[src/rtl/mem_port_arbiter_if.sv]
// mem_port_arbiter_if: requester-side command/response bundle for mem_port_arbiter
interface mem_port_arbiter_if #(
  parameter int ADDR_W = 10,
  parameter int DATA_W = 32
);
  logic              req;
  logic              we;
  logic              sign;
  logic              gnt;
  logic              rvalid;
  logic [1:0]        width;
  logic [ADDR_W-1:0] addr;
  logic [DATA_W-1:0] wdata;
  logic [DATA_W-1:0] rdata;
  modport master (output req, we, addr, wdata, width, sign, input gnt, rvalid, rdata);
  modport slave  (input req, we, addr, wdata, width, sign, output gnt, rvalid, rdata);
endinterface

[src/rtl/mem_port_arbiter.sv]
// mem_port_arbiter: round-robin sharing of one synchronous-read memory port between requesters A and B
module mem_port_arbiter #(
  parameter int ADDR_W = 10,
  parameter int DATA_W = 32,
  parameter int RD_LAT = 1
) (
  input  logic              clk,
  input  logic              rst,
  mem_port_arbiter_if.slave a,
  mem_port_arbiter_if.slave b,
  output logic [ADDR_W-1:0] mem_addr,
  output logic [DATA_W-1:0] mem_wdata,
  output logic              mem_wren,
  output logic [1:0]        mem_width,
  output logic              mem_sign,
  input  logic [DATA_W-1:0] mem_rdata
);
  localparam int CW = $clog2(RD_LAT + 1);
  typedef enum logic [1:0] {IDLE, ISSUE, WAIT} state_t;
  state_t            state_q, state_d;
  logic [CW-1:0]     cnt_q, cnt_d;
  logic              last_b_q, last_b_d, we_q, we_d;
  logic              a_gnt_q, a_gnt_d, b_gnt_q, b_gnt_d;
  logic              a_rvalid_q, a_rvalid_d, b_rvalid_q, b_rvalid_d;
  logic [DATA_W-1:0] a_rdata_q, a_rdata_d, b_rdata_q, b_rdata_d;
  logic [ADDR_W-1:0] mem_addr_q, mem_addr_d;
  logic [DATA_W-1:0] mem_wdata_q, mem_wdata_d;
  logic              mem_wren_q, mem_wren_d, mem_sign_q, mem_sign_d;
  logic [1:0]        mem_width_q, mem_width_d;
  logic              sel_b;
  always_comb begin
    sel_b       = b.req && (!a.req || !last_b_q);
    state_d     = state_q;
    cnt_d       = cnt_q;
    last_b_d    = last_b_q;
    we_d        = we_q;
    a_gnt_d     = 1'b0;
    b_gnt_d     = 1'b0;
    a_rvalid_d  = 1'b0;
    b_rvalid_d  = 1'b0;
    a_rdata_d   = a_rdata_q;
    b_rdata_d   = b_rdata_q;
    mem_addr_d  = mem_addr_q;
    mem_wdata_d = mem_wdata_q;
    mem_wren_d  = 1'b0;
    mem_width_d = mem_width_q;
    mem_sign_d  = mem_sign_q;
    case (state_q)
      IDLE: if (a.req || b.req) begin
        last_b_d    = sel_b;
        we_d        = sel_b ? b.we    : a.we;
        mem_addr_d  = sel_b ? b.addr  : a.addr;
        mem_wdata_d = sel_b ? b.wdata : a.wdata;
        mem_width_d = sel_b ? b.width : a.width;
        mem_sign_d  = sel_b ? b.sign  : a.sign;
        mem_wren_d  = we_d;
        a_gnt_d     = !sel_b;
        b_gnt_d     = sel_b;
        state_d     = ISSUE;
      end
      ISSUE: begin
        state_d = we_q ? IDLE : WAIT;
        cnt_d   = CW'(RD_LAT);
      end
      WAIT: if (cnt_q == CW'(1)) begin
        a_rdata_d  = last_b_q ? a_rdata_q : mem_rdata;
        b_rdata_d  = last_b_q ? mem_rdata : b_rdata_q;
        a_rvalid_d = !last_b_q;
        b_rvalid_d = last_b_q;
        state_d    = IDLE;
      end else begin
        cnt_d = cnt_q - 1'b1;
      end
      default: state_d = IDLE;
    endcase
  end
  always_ff @(posedge clk or negedge rst) begin
    if (!rst) begin
      state_q     <= IDLE;
      cnt_q       <= '0;
      last_b_q    <= 1'b1;
      we_q        <= 1'b0;
      a_gnt_q     <= 1'b0;
      b_gnt_q     <= 1'b0;
      a_rvalid_q  <= 1'b0;
      b_rvalid_q  <= 1'b0;
      a_rdata_q   <= '0;
      b_rdata_q   <= '0;
      mem_addr_q  <= '0;
      mem_wdata_q <= '0;
      mem_wren_q  <= 1'b0;
      mem_width_q <= '0;
      mem_sign_q  <= 1'b0;
    end else begin
      state_q     <= state_d;
      cnt_q       <= cnt_d;
      last_b_q    <= last_b_d;
      we_q        <= we_d;
      a_gnt_q     <= a_gnt_d;
      b_gnt_q     <= b_gnt_d;
      a_rvalid_q  <= a_rvalid_d;
      b_rvalid_q  <= b_rvalid_d;
      a_rdata_q   <= a_rdata_d;
      b_rdata_q   <= b_rdata_d;
      mem_addr_q  <= mem_addr_d;
      mem_wdata_q <= mem_wdata_d;
      mem_wren_q  <= mem_wren_d;
      mem_width_q <= mem_width_d;
      mem_sign_q  <= mem_sign_d;
    end
  end
  assign a.gnt     = a_gnt_q;
  assign b.gnt     = b_gnt_q;
  assign a.rvalid  = a_rvalid_q;
  assign b.rvalid  = b_rvalid_q;
  assign a.rdata   = a_rdata_q;
  assign b.rdata   = b_rdata_q;
  assign mem_addr  = mem_addr_q;
  assign mem_wdata = mem_wdata_q;
  assign mem_wren  = mem_wren_q;
  assign mem_width = mem_width_q;
  assign mem_sign  = mem_sign_q;
endmodule

[src/flat_wrapper.sv]
// flat-port wrapper written by rule: the top's interface ports become plain ports
module mem_port_arbiter_flat 
#(
  parameter int ADDR_W = 10,
  parameter int DATA_W = 32,
  parameter int RD_LAT = 1
)
  (clk, rst, mem_addr, mem_wdata, mem_wren, mem_width, mem_sign, mem_rdata, a_req, a_we, a_addr, a_wdata, a_width, a_sign, a_gnt, a_rvalid, a_rdata, b_req, b_we, b_addr, b_wdata, b_width, b_sign, b_gnt, b_rvalid, b_rdata);
  mem_port_arbiter_if #(.ADDR_W(ADDR_W), .DATA_W(DATA_W)) a_i ();
  mem_port_arbiter_if #(.ADDR_W(ADDR_W), .DATA_W(DATA_W)) b_i ();
  input  logic clk;
  input  logic rst;
  output logic [ADDR_W-1:0] mem_addr;
  output logic [DATA_W-1:0] mem_wdata;
  output logic mem_wren;
  output logic [1:0] mem_width;
  output logic mem_sign;
  input  logic [DATA_W-1:0] mem_rdata;
  input wire logic [$bits(a_i.req)-1:0] a_req;
  input wire logic [$bits(a_i.we)-1:0] a_we;
  input wire logic [$bits(a_i.addr)-1:0] a_addr;
  input wire logic [$bits(a_i.wdata)-1:0] a_wdata;
  input wire logic [$bits(a_i.width)-1:0] a_width;
  input wire logic [$bits(a_i.sign)-1:0] a_sign;
  output wire logic [$bits(a_i.gnt)-1:0] a_gnt;
  output wire logic [$bits(a_i.rvalid)-1:0] a_rvalid;
  output wire logic [$bits(a_i.rdata)-1:0] a_rdata;
  input wire logic [$bits(b_i.req)-1:0] b_req;
  input wire logic [$bits(b_i.we)-1:0] b_we;
  input wire logic [$bits(b_i.addr)-1:0] b_addr;
  input wire logic [$bits(b_i.wdata)-1:0] b_wdata;
  input wire logic [$bits(b_i.width)-1:0] b_width;
  input wire logic [$bits(b_i.sign)-1:0] b_sign;
  output wire logic [$bits(b_i.gnt)-1:0] b_gnt;
  output wire logic [$bits(b_i.rvalid)-1:0] b_rvalid;
  output wire logic [$bits(b_i.rdata)-1:0] b_rdata;
  assign a_i.req = a_req;
  assign a_i.we = a_we;
  assign a_i.addr = a_addr;
  assign a_i.wdata = a_wdata;
  assign a_i.width = a_width;
  assign a_i.sign = a_sign;
  assign a_gnt = a_i.gnt;
  assign a_rvalid = a_i.rvalid;
  assign a_rdata = a_i.rdata;
  assign b_i.req = b_req;
  assign b_i.we = b_we;
  assign b_i.addr = b_addr;
  assign b_i.wdata = b_wdata;
  assign b_i.width = b_width;
  assign b_i.sign = b_sign;
  assign b_gnt = b_i.gnt;
  assign b_rvalid = b_i.rvalid;
  assign b_rdata = b_i.rdata;
  mem_port_arbiter #(.ADDR_W(ADDR_W), .DATA_W(DATA_W), .RD_LAT(RD_LAT)) u_core (.clk(clk), .rst(rst), .a(a_i), .b(b_i), .mem_addr(mem_addr), .mem_wdata(mem_wdata), .mem_wren(mem_wren), .mem_width(mem_width), .mem_sign(mem_sign), .mem_rdata(mem_rdata));
endmodule
[config.mk]
export PLATFORM = sky130hd
export DESIGN_NAME = mem_port_arbiter_flat
export DESIGN_NICKNAME = d
export VERILOG_FILES = /design/src/rtl/mem_port_arbiter_if.sv /design/src/rtl/mem_port_arbiter.sv /design/src/flat_wrapper.sv
export SDC_FILE = /design/constraint.sdc
export NUM_CORES = 1
export LEC_CHECK = 0
export CORE_MARGIN = 2
export CORE_UTILIZATION = 40
export CTS_CLUSTER_SIZE = 14
export DETAILED_ROUTE_END_ITERATION = 7
export MAX_ROUTING_LAYER = met4
export PLACE_DENSITY = 0.9
export SLEW_MARGIN = 20
export SYNTH_ARGS = -nofsm -noshare
export SYNTH_HDL_FRONTEND = slang
export SYNTH_SLANG_ARGS = --single-unit
[constraint.sdc]
create_clock -name clk -period 4.19 [get_ports clk]
set_input_delay 0.419 -clock clk [delete_from_list [all_inputs] [get_ports clk]]
set_output_delay 0.419 -clock clk [all_outputs]
set_load 0.05 [all_outputs]
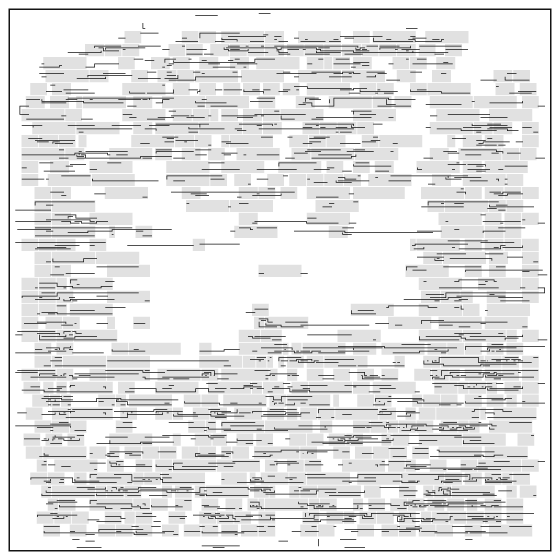
Fig. 1. Metal 1 (run 1).
Cells faint in the background.
The layer holds 37% of the routed length. 608 nets have wire on it. The longest straight run is 25.8 um. The wires run mostly horizontal. The layer carries 5,040 um of wire.

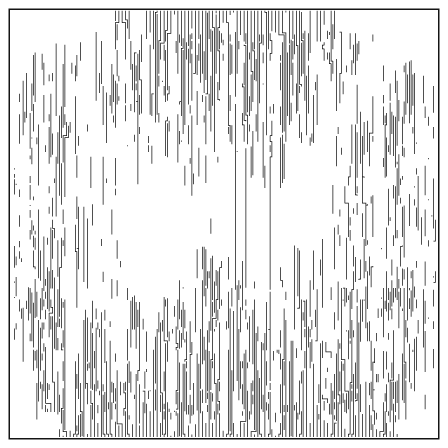
Fig. 2. M2 wires (run 1).
The wires run mostly vertical. 651 nets have wire on it. The layer carries 7,280 um of wire. The longest straight run is 49.0 um.

==> out/writeup.txt, run 1 <==
The post-synth count of flops with an enable pin is 0. The dominant register cell in the synthesized netlist was dfrtp_1. For the core utilization at floorplan, the log shows 0.414. In this run the most used layer during global routing was met2.

In the per-layer breakdown of the detailed-route log, met1 shows 5040 um. 0 antenna diodes ended up in the layout. The critical path is of the flop to flop type. The final reports fail on DRC. The run gives 0.620 for the share of Yosys cell area claimed by the top area cell type. The cell resize tally after clock tree synthesis came out at 0. The tools report the sum of overflow across all layers after global routing as 0.

Summing over the stages, the warning tally comes to 28. The final layout reports a setup TNS of 0 ns. The finished cells cover 0.00788 mm2.

The detail route stage leaves a number of antenna-violating nets equal to 0. In this run the worst path has a maximum fanout of 33. The count of unique library cells instantiated by Yosys was 27; the count of port buffers added during placement was 241.

After synthesis, the cell types taking the most area are dfrtp_1, mux2_2, a221o_1, and2_0, and2_1. The net total in the final layout was 696; the number of global-route vias before repair was 4,105. Prior to clock tree synthesis, the placed netlist has a worst setup slack of 1.69 ns. The register-to-register setup slack was 2.02 ns; the overall global routing resource usage was 0.225.

Final cell count without fillers: 721. The report puts the hold buffer count at CTS at 0. Summing over every cut layer, the via total after detailed routing is 3,692. Counting instances in the post-synthesis netlist gives the leading cell types as dfrtp_1, mux2_2, a221o_1. For the met3 wirelength from detailed routing, the log shows 814 um. The run gives 0.625 as the sequential-to-total area share from yosys stat. The endpoint type of the worst setup path is a flop. The run gives 0 for the final number of setup-violating endpoints. TritonCTS built the clock tree. With the post-layout period usage of the worst path at 0.518, the global-route wire length before repair is 21,400 um. Counting the warning lines in the Yosys log gives 0. For the global-route met2 utilization, the log shows 0.385.

The die is 113 um wide. The logs give 242 for the I/O pin count and 3.31 nW for the leakage dissipation. Per the detail_route report, DRC violations left total 12. Highest layer used for signal routing: met4. When the netlist entered floorplanning its net count stood at 451. The run gives 7.74 mW as the overall power after layout.

With the maximum clock insertion buffer count at 2, the peak supply drop is 0.000593 V. The post-route worst hold slack was 0.00479 ns; the ratio of routed vias to standard cells was 5.12. The flow ran to the end, but the final reports show violations. Per the timing report, the most critical flop-to-flop path originates at u_core.state_q[0]. Per the post-synthesis report, the number of cells in the design is 320.

In the Yosys report the total cell count is 320. Setup repair after global routing left no endpoint under its margin. The floorplan die height is 113 um, and the amount of wire on met2 after detailed routing is 7280 um. Number of hold violations in the final report: 0.

After detailed routing, the average wire length per cell comes to 18.7 um. With the mean instance size in the synthesized netlist at 14.9 um2, the post-CTS setup repair buffer count is 0. The number of clock buffers added by TritonCTS is 17. The leading area contributor after synthesis is dfrtp_1. The tools report the total cell area at the placement stage as 0.00727 mm2. The run gives 0.00903 ns for the final setup skew.

The area growth from synthesis to layout is 65.4%. Summed over all layers, the routed wires come to 13,500 um. The most instantiated library cell after synthesis is dfrtp_1. The met1 demand-to-capacity share in global routing is 0.240, and the detailed router's first-iteration violation count is 248. Once placement completed, the tool counted placed cells totaling 687. The cell depth of the worst flop-to-flop path is 4. Per the OpenROAD floorplan log, the area of the die is 0.0128 mm2. The worst setup path is launched from a flop. The number of clock sinks came to 119. The tools report the met3 layer usage reported by global route as 0.0653.
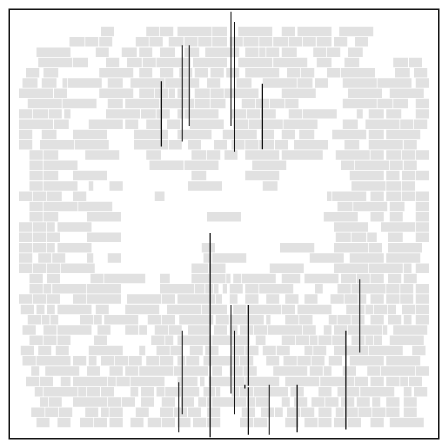
Fig. 3. Signal wires on met4 (run 1).
Cells faint in the background.
The layer carries 382 um of wire. The layer holds 2.8% of the routed length. 14 nets have wire on it. The longest straight run is 53.7 um. The wires run mostly vertical.

run 1: area by class of cell:
type / count / area [um2]
fill: 798 / 3630
tap: 143 / 179
timing repair buffer: 247 / 2500
clock buffer: 22 / 464
sequential: 119 / 2980
multi-input combinational: 175 / 1640
clock inverter: 10 / 103
inverter: 5 / 18.8
run 1: placed cells by master (no fill, tap or decap), types with 2 or more instances in the layout:
cell type        netlist  final
clkdlybuf4s50_1        0    240
dfrtp_1              118    118
mux2_2                64     64
a221o_1               46     46
and2_0                31     31
clkbuf_16              0     17
and2_1                14     14
clkinv_2               0      7
inv_1                  4      4
buf_4                  2      4
ha_1                   3      3
clkbuf_1               2      3
nand2_1                2      2
a21oi_4                0      2
nand3_2                2      2
bufinv_16              0      2
clkbuf_8               0      2
buf_16                 0      2
run 1: where the power goes:
part	switching (mW)	total, mW	leakage [nW]	internal [mW]
Sequential	0.300	2.02	1.42	1.72
Clock	0.473	1.37	0.283	0.897
Combinational	2.71	4.35	1.60	1.64
Total	3.49	7.74	3.31	4.26
run 1: cell families after synthesis:
logic type               share of synthesized area
AND-OR/OR-AND                                0.108
adder cells (fa/ha/maj)                    0.00788
buffers and inverters                       0.0344
flip-flops                                   0.625
multiplexers                                 0.153
AND/OR/NAND/NOR                             0.0712
run 1: critical path, cell delays in order, from the launching register on:
cell and delay (ns):
dfrtp_1 0.38, inv_1 0.11, ha_1 0.22, nand3_2 0.73, mux2_2 0.58
run 1: worst max-delay path by stage:
stage,startpoint,endpoint
floorplan,u_core.state_q[0],u_core.mem_addr[9]
global placement,b_req,u_core.mem_wdata[27]
detailed placement,a_req,u_core.mem_wdata[15]
CTS,u_core.state_q[0],u_core.mem_wdata[27]
global route,u_core.state_q[0],u_core.a.rdata[3]
finish,u_core.state_q[0],u_core.b.rdata[3]
Fig. 4: run 1, congestion heat map
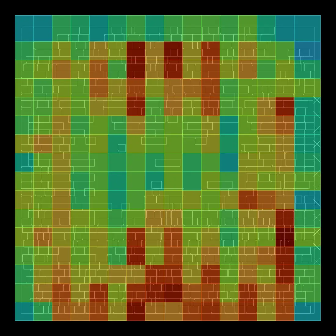

==> inputs of run 2 (changes only) <==
CORE_UTILIZATION = 36   (was 40)
PLACE_DENSITY = 0.86   (was 0.9)
clock period = 1.8 ns   (was 4.19 ns; I/O delays follow)
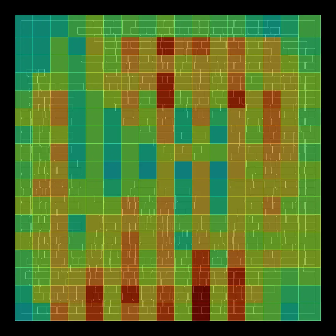
Fig. 5. Congestion heat map (run 2).
GR Layer Usage met2: 0.333
met3 Usage GRT: 0.0412
WL/cell: 16.9 um

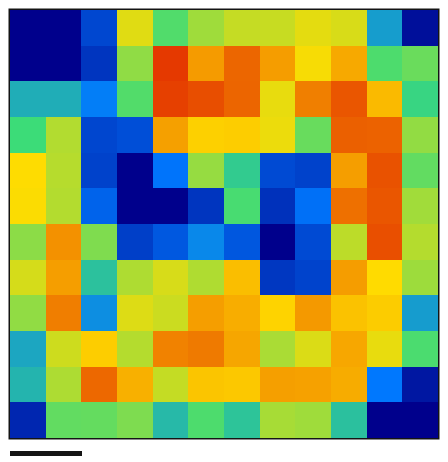
Fig. 6. Cell area per tile (run 2).
The bar under the picture is 20 um long. The die is cut into 12 by 12 equal tiles; dark blue is low, red is high, 0 to 100% covered.
The densest ninth of the die: top middle. The fullest tile reaches 94%. 6.9% of the tiles are nearly empty. 31% of the tiles are over 75% full.

==> run 2 against run 1 <==
The run now ends clean. Clock skew up 0.00076 ns. Worst hold slack improved by 0.26 ns. Register-to-register slack got worse by 1.8 ns. First-iteration DRC count up 3.2%. Combinational power grew 130%. Largest cell class unchanged. Highest routed layer unchanged.
==> out/writeup.txt, run 2 <==
The number of warnings issued by yosys came out at 0 (unchanged). The layer carrying the most global-route usage was met2 (unchanged). The tools report the number of fill cells as 977 (was 798).

Dominant logic cell types in the final layout: clkdlybuf4s50_1, dfrtp_1, mux2_2 (unchanged). With the leakage dissipation at 3.45 nW (was 3.31 nW), the ratio of routed vias to standard cells is 4.82 (was 5.12). With the total buffers and inverters traversed by the critical path at 1 (unchanged), the sum of overflow across all layers after global routing is 0 (unchanged).

Most frequently placed logic cell in the final layout: clkdlybuf4s50_1 (unchanged). Crit-path cells: clkdlybuf4s50_1 (was inv_1 > ha_1 > nand3_2 > mux2_2). The run gives 27 (unchanged) as the count of unique library cells instantiated by Yosys.

The sequential share of power is 0.261 (about the same). Ranking of synthesized cells by area: dfrtp_1, mux2_2, a221o_1, and2_0, and2_1 (unchanged). The count of nets left with antenna violations after detail routing is 0 (unchanged). The run gives 2 (unchanged) as the maximum clock insertion buffer count. The mean instance size in the synthesized netlist came out at 14.9 um2 (unchanged). Power drawn by the clock network: 3.22 mW (was 1.37 mW). With the post-synthesis instance total at 320 (unchanged), the share of Yosys cell area claimed by the top area cell type is 0.620 (unchanged). The count of placed standard cells including taps was 727 (was 687); the die width was 119 um (was 113 um). For the clock buffer count from CTS, the log shows 17 (unchanged). For the final cell count without fillers, the log shows 760 (was 721). The critical path class was flop to primary output (was flop to flop). The register-to-register setup slack is 0.21 ns (was 2.02 ns), and the overall power after layout is 18.0 mW (was 7.74 mW). The run gives 0.560 (was 0.562) as the proportion of power drawn by combinational gates.

Most used standard cells in the synthesized netlist: dfrtp_1, mux2_2, a221o_1 (unchanged). Internal power summed over all cells: 9.95 mW (was 4.26 mW). The post-layout period usage of the worst path came out at 0.979. Startpoint of the worst-slack reg-to-reg timing path: u_core.state_q[0] (unchanged). The count of port buffers added during placement works out to 241 (unchanged). The run finished with clean final reports. Sequential-to-total area share from yosys stat: 0.625 (unchanged). Critical path's top delay family: buffers and inverters (was simple AND/OR/NAND/NOR gates). The clock sink count is 119 (unchanged), and the cell count listed in synth_stat.txt is 320 (unchanged).

Final number of setup-violating endpoints: 0 (unchanged). With the I/O pin count at 242 (unchanged), the peak supply drop is 0.00105 V (was 0.000593 V). The number of flops mapped to enable cells by yosys was 0 (unchanged).

Endpoint type of the worst setup path: a primary output (was a flop). The clock power share was 0.179 (was 0.177). TritonCTS built the clock tree. Leading area contributor after synthesis: dfrtp_1 (unchanged). The overall global routing resource usage was 0.191 (was 0.225); the critical path's largest stage delay was 0.83 ns (was 0.73 ns). Number of hold violations in the final report: 0 (unchanged).

With the largest fanout on the critical path at 2 (was 33), the total via count after detailed routing is 3,662 (was 3,692). The net total in the final layout is 702 (was 696).
-- run 2: area by class of cell --
cell class	count	area (um2)	share of cell area
multi-input cells	175	1640	0.204
inverters	5	18.8	0.00234
well taps	176	220	0.0274
clock buffers	24	472	0.0587
clock inverters	8	97.6	0.0121
repair buffers	253	2610	0.325
flip-flops and latches	119	2980	0.371
-- run 2: how the worst max path moves through the flow --
stage | start | end | slack (ns) | cells past startpoint
2_1_floorplan | u_core.state_q[0] | u_core.mem_addr[9] | 0.31 | 7
3_3_place_gp | a_req | u_core.mem_addr[5] | 0.16 | 5
3_5_place_dp | b_req | u_core.mem_addr[5] | 0.15 | 5
4_1_cts | u_core.mem_wdata[4] | mem_wdata[4] | 0.01 | 1
5_1_grt | u_core.mem_wdata[14] | mem_wdata[14] | 0.0004 | 1
6_report | u_core.a.rdata[27] | a_rdata[27] | 0.04 | 1
-- run 2: what timing repair did --
item	4_1_cts	5_1_grt
endpoints found under the setup margin	1	9
hold buffers	1	0
setup buffers	0	0
hold endpoints to repair	29	0
gates resized	1	9
-- run 2: kinds of logic after synthesis --
family                     share of synthesized area
and+or+nand+nor                               0.0712
buffers and inverters                         0.0344
AOI/OAI and AO/OA                              0.108
adders and majority gates                    0.00788
muxes                                          0.153
DFF                                            0.625
-- run 2: metrics by stage --
step | area (um2) | setup slack (ns) | hold slack [ns]
after global routing | 8040 | 0.000417 | 0.304
after floorplan | 4760 | 0.314 | -0.116
after detailed placement | 7430 | 0.151 | 0.154
after CTS | 8010 | 0.0134 | 0.267
after global placement | 7430 | 0.160 | 0.151
final | 8040 | 0.0375 | 0.268
-- run 2: per-layer routing --
layer  share of wire  wire, um
met1            0.39      4970
met5               0         0
met2            0.54      6890
met3           0.053       675
met4           0.021       272
Fig. 7: run 2, M2 wires
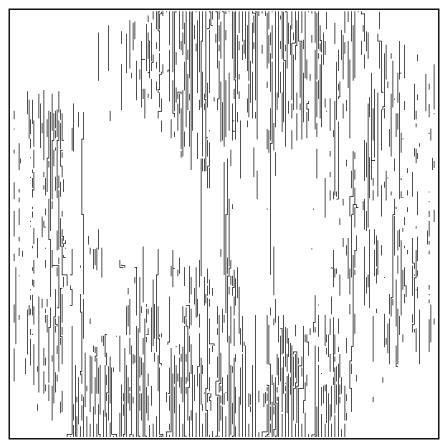

==> inputs of run 3 (changes only) <==
SKIP_CTS_REPAIR_TIMING = 1   (was unset)
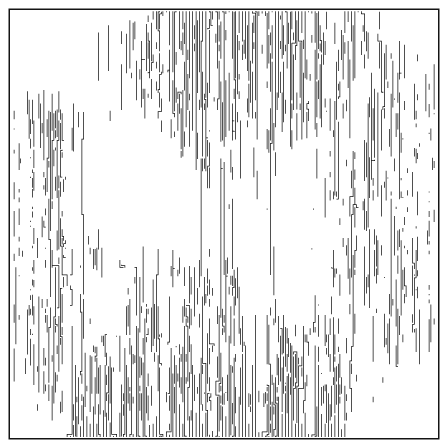
Fig. 8. M2 wires (run 3).
The longest straight run is 44.2 um. 651 nets have wire on it. The layer holds 54% of the routed length. The layer carries 6,900 um of wire.

==> run 3 against run 2 <==
Synthesized area unchanged. Utilization about the same. Global-route usage about the same. Flip-flop count unchanged. Cell count unchanged. Register-to-register slack about the same. Clock power about the same.
==> out/writeup.txt, run 3 <==
The run finished with clean final reports. The leading area contributor after synthesis is dfrtp_1 (unchanged). The ratio of routed vias to standard cells is 4.82 (about the same). The largest fanout on the critical path was 2 (unchanged); the peak supply drop was 0.00105 V (about the same). The total via count after detailed routing is 3,664 (was 3,662), and the sequential-to-total area share from yosys stat is 0.625 (unchanged). Ranking of synthesized cells by area: dfrtp_1, mux2_2, a221o_1, and2_0, and2_1 (unchanged). The endpoint type of the worst setup path is a primary output (unchanged). The tools report the final cell count without fillers as 760 (unchanged). Critical path's largest stage delay: 0.83 ns (about the same). The area fraction in and, or, nand and nor cells after synthesis came out at 0.0712 (unchanged). Count of placed standard cells including taps: 727 (unchanged). The kind of start point of the critical path was a flop (unchanged).

Crit-path cells: clkdlybuf4s50_1 (unchanged). The tools report the maximum clock insertion buffer count as 2 (unchanged). The layer carrying the most global-route usage is met2 (unchanged).

The area of the die is 0.0142 mm2 (unchanged), and the net count after synthesis is 451 (unchanged). The met1 demand-to-capacity share in global routing was 0.215 (unchanged); the count of nets left with antenna violations after detail routing was 0 (unchanged). The run gives 0.364 (unchanged) as the core utilization at floorplan. The mean instance size in the synthesized netlist was 14.9 um2 (unchanged); the total number of warnings across the stage logs was 28 (unchanged). The antenna diode count was 0 (unchanged); the final routed wirelength across all metal layers was 12,800 um (about the same). The final number of setup-violating endpoints came out at 0 (unchanged). The run gives 241 (unchanged) for the count of port buffers added during placement. The run gives 236 (was 256) as the detailed router's first-iteration violation count. The share of Yosys cell area claimed by the top area cell type was 0.620 (unchanged).

The clock sink count was 119 (unchanged). Global-route wire length before repair: 20,500 um (about the same). The run gives 0 (unchanged) for the sum of overflow across all layers after global routing. The run gives 119 um (unchanged) for the die width.

Dominant logic cell types in the final layout: clkdlybuf4s50_1, dfrtp_1, mux2_2 (unchanged). The xor and xnor fraction of the mapped netlist area was 0 (unchanged). Most used standard cells in the synthesized netlist: dfrtp_1, mux2_2, a221o_1 (unchanged).

The clock buffer count from CTS is 17 (unchanged). The number of hold violations in the final report came out at 0 (unchanged). Setup repair after global routing left no endpoint under its margin. Floorplan die height: 119 um (unchanged).

Critical path class: flop to primary output (unchanged). The final setup skew is 0.00981 ns (was 0.00979 ns), and the growth of design area from synthesis to finish is 68.7% (was 68.6%). The number of flops mapped to enable cells by yosys is 0 (unchanged), and the post-route worst hold slack is 0.268 ns (about the same). The final sum of negative setup slack is 0 ns (unchanged). The slowest cell on the critical path is clkdlybuf4s50_1 (unchanged). The run gives 242 (unchanged) for the I/O pin count.

Dominant register cell in the synthesized netlist: dfrtp_1 (unchanged).
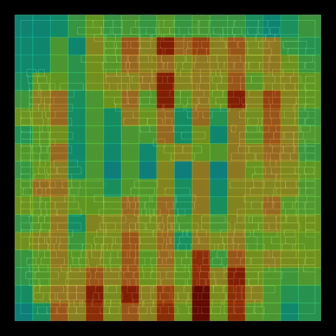
Fig. 9. Congestion heat map (run 3).
GR Layer Usage met2: 0.333
GRT Total Usage: 0.191
WL/cell: 16.9 um

## run 3: netlist changes by cell type in the layout (fill, tap and decap cells not counted)
cell,previous run,this run
dlygate4sd2_1,1,0
dlymetal6s2s_1,9,10
## run 3: report_power, final
part	total, mW	internal (mW)	switching, mW	leakage [nW]
Combinational	10.1	3.85	6.25	1.76
Clock	3.23	2.10	1.12	0.270
Sequential	4.71	4.01	0.699	1.42
## run 3: cells by family after synthesis
logic type | Yosys count
flops | 119
mux | 65
simple gates | 54
compound gates | 53
buf+inv | 26
fa+ha+maj | 3
## run 3: area by class of cell
class                      instances  area (um2)
fill                             975        5050
sequential                       119        2980
timing repair buffer             253        2620
multi-input combinational        175        1640
clock buffer                      24         472
tap                              176         220
clock inverter                     8        97.6
inverter                           5        18.8
## run 3: stage by stage
step / utilization / cell area (um2) / setup WS (ns)
6_report: 0.614 / 8040 / 0.0375
5_1_grt: 0.614 / 8040 / 0.000417
4_1_cts: 0.612 / 8000 / -0.00631
3_5_place_dp: 0.568 / 7430 / 0.151
3_3_place_gp: 0.568 / 7430 / 0.160
2_1_floorplan: - / 4760 / 0.314
## run 3: layer usage
metal / share of wire / routed length (um) / vias to the layer above
li1: - / - / 1679
met1: 0.39 / 4980 / 1832
met2: 0.54 / 6900 / 134
met3: 0.053 / 676 / 19
met4: 0.021 / 272 / 0
met5: 0 / 0 / -
## run 3: worst paths after layout
kind,start,endpoint,slack (ns),cells after the start
setup / recovery,u_core.a.rdata[27],a_rdata[27],0.04,1
hold / removal,rst,u_core.mem_wdata[17],0.27,2
setup reg to reg,u_core.state_q[0],u_core.mem_wdata[1],0.21,6
hold reg to reg,u_core.b.rdata[5],u_core.b.rdata[5],0.50,1
max in group asynchronous,rst,u_core.a.rdata[5],0.93,3
min in group clk,a_wdata[23],u_core.mem_wdata[23],0.39,2
Power is estimated from default activity; no workload was simulated.
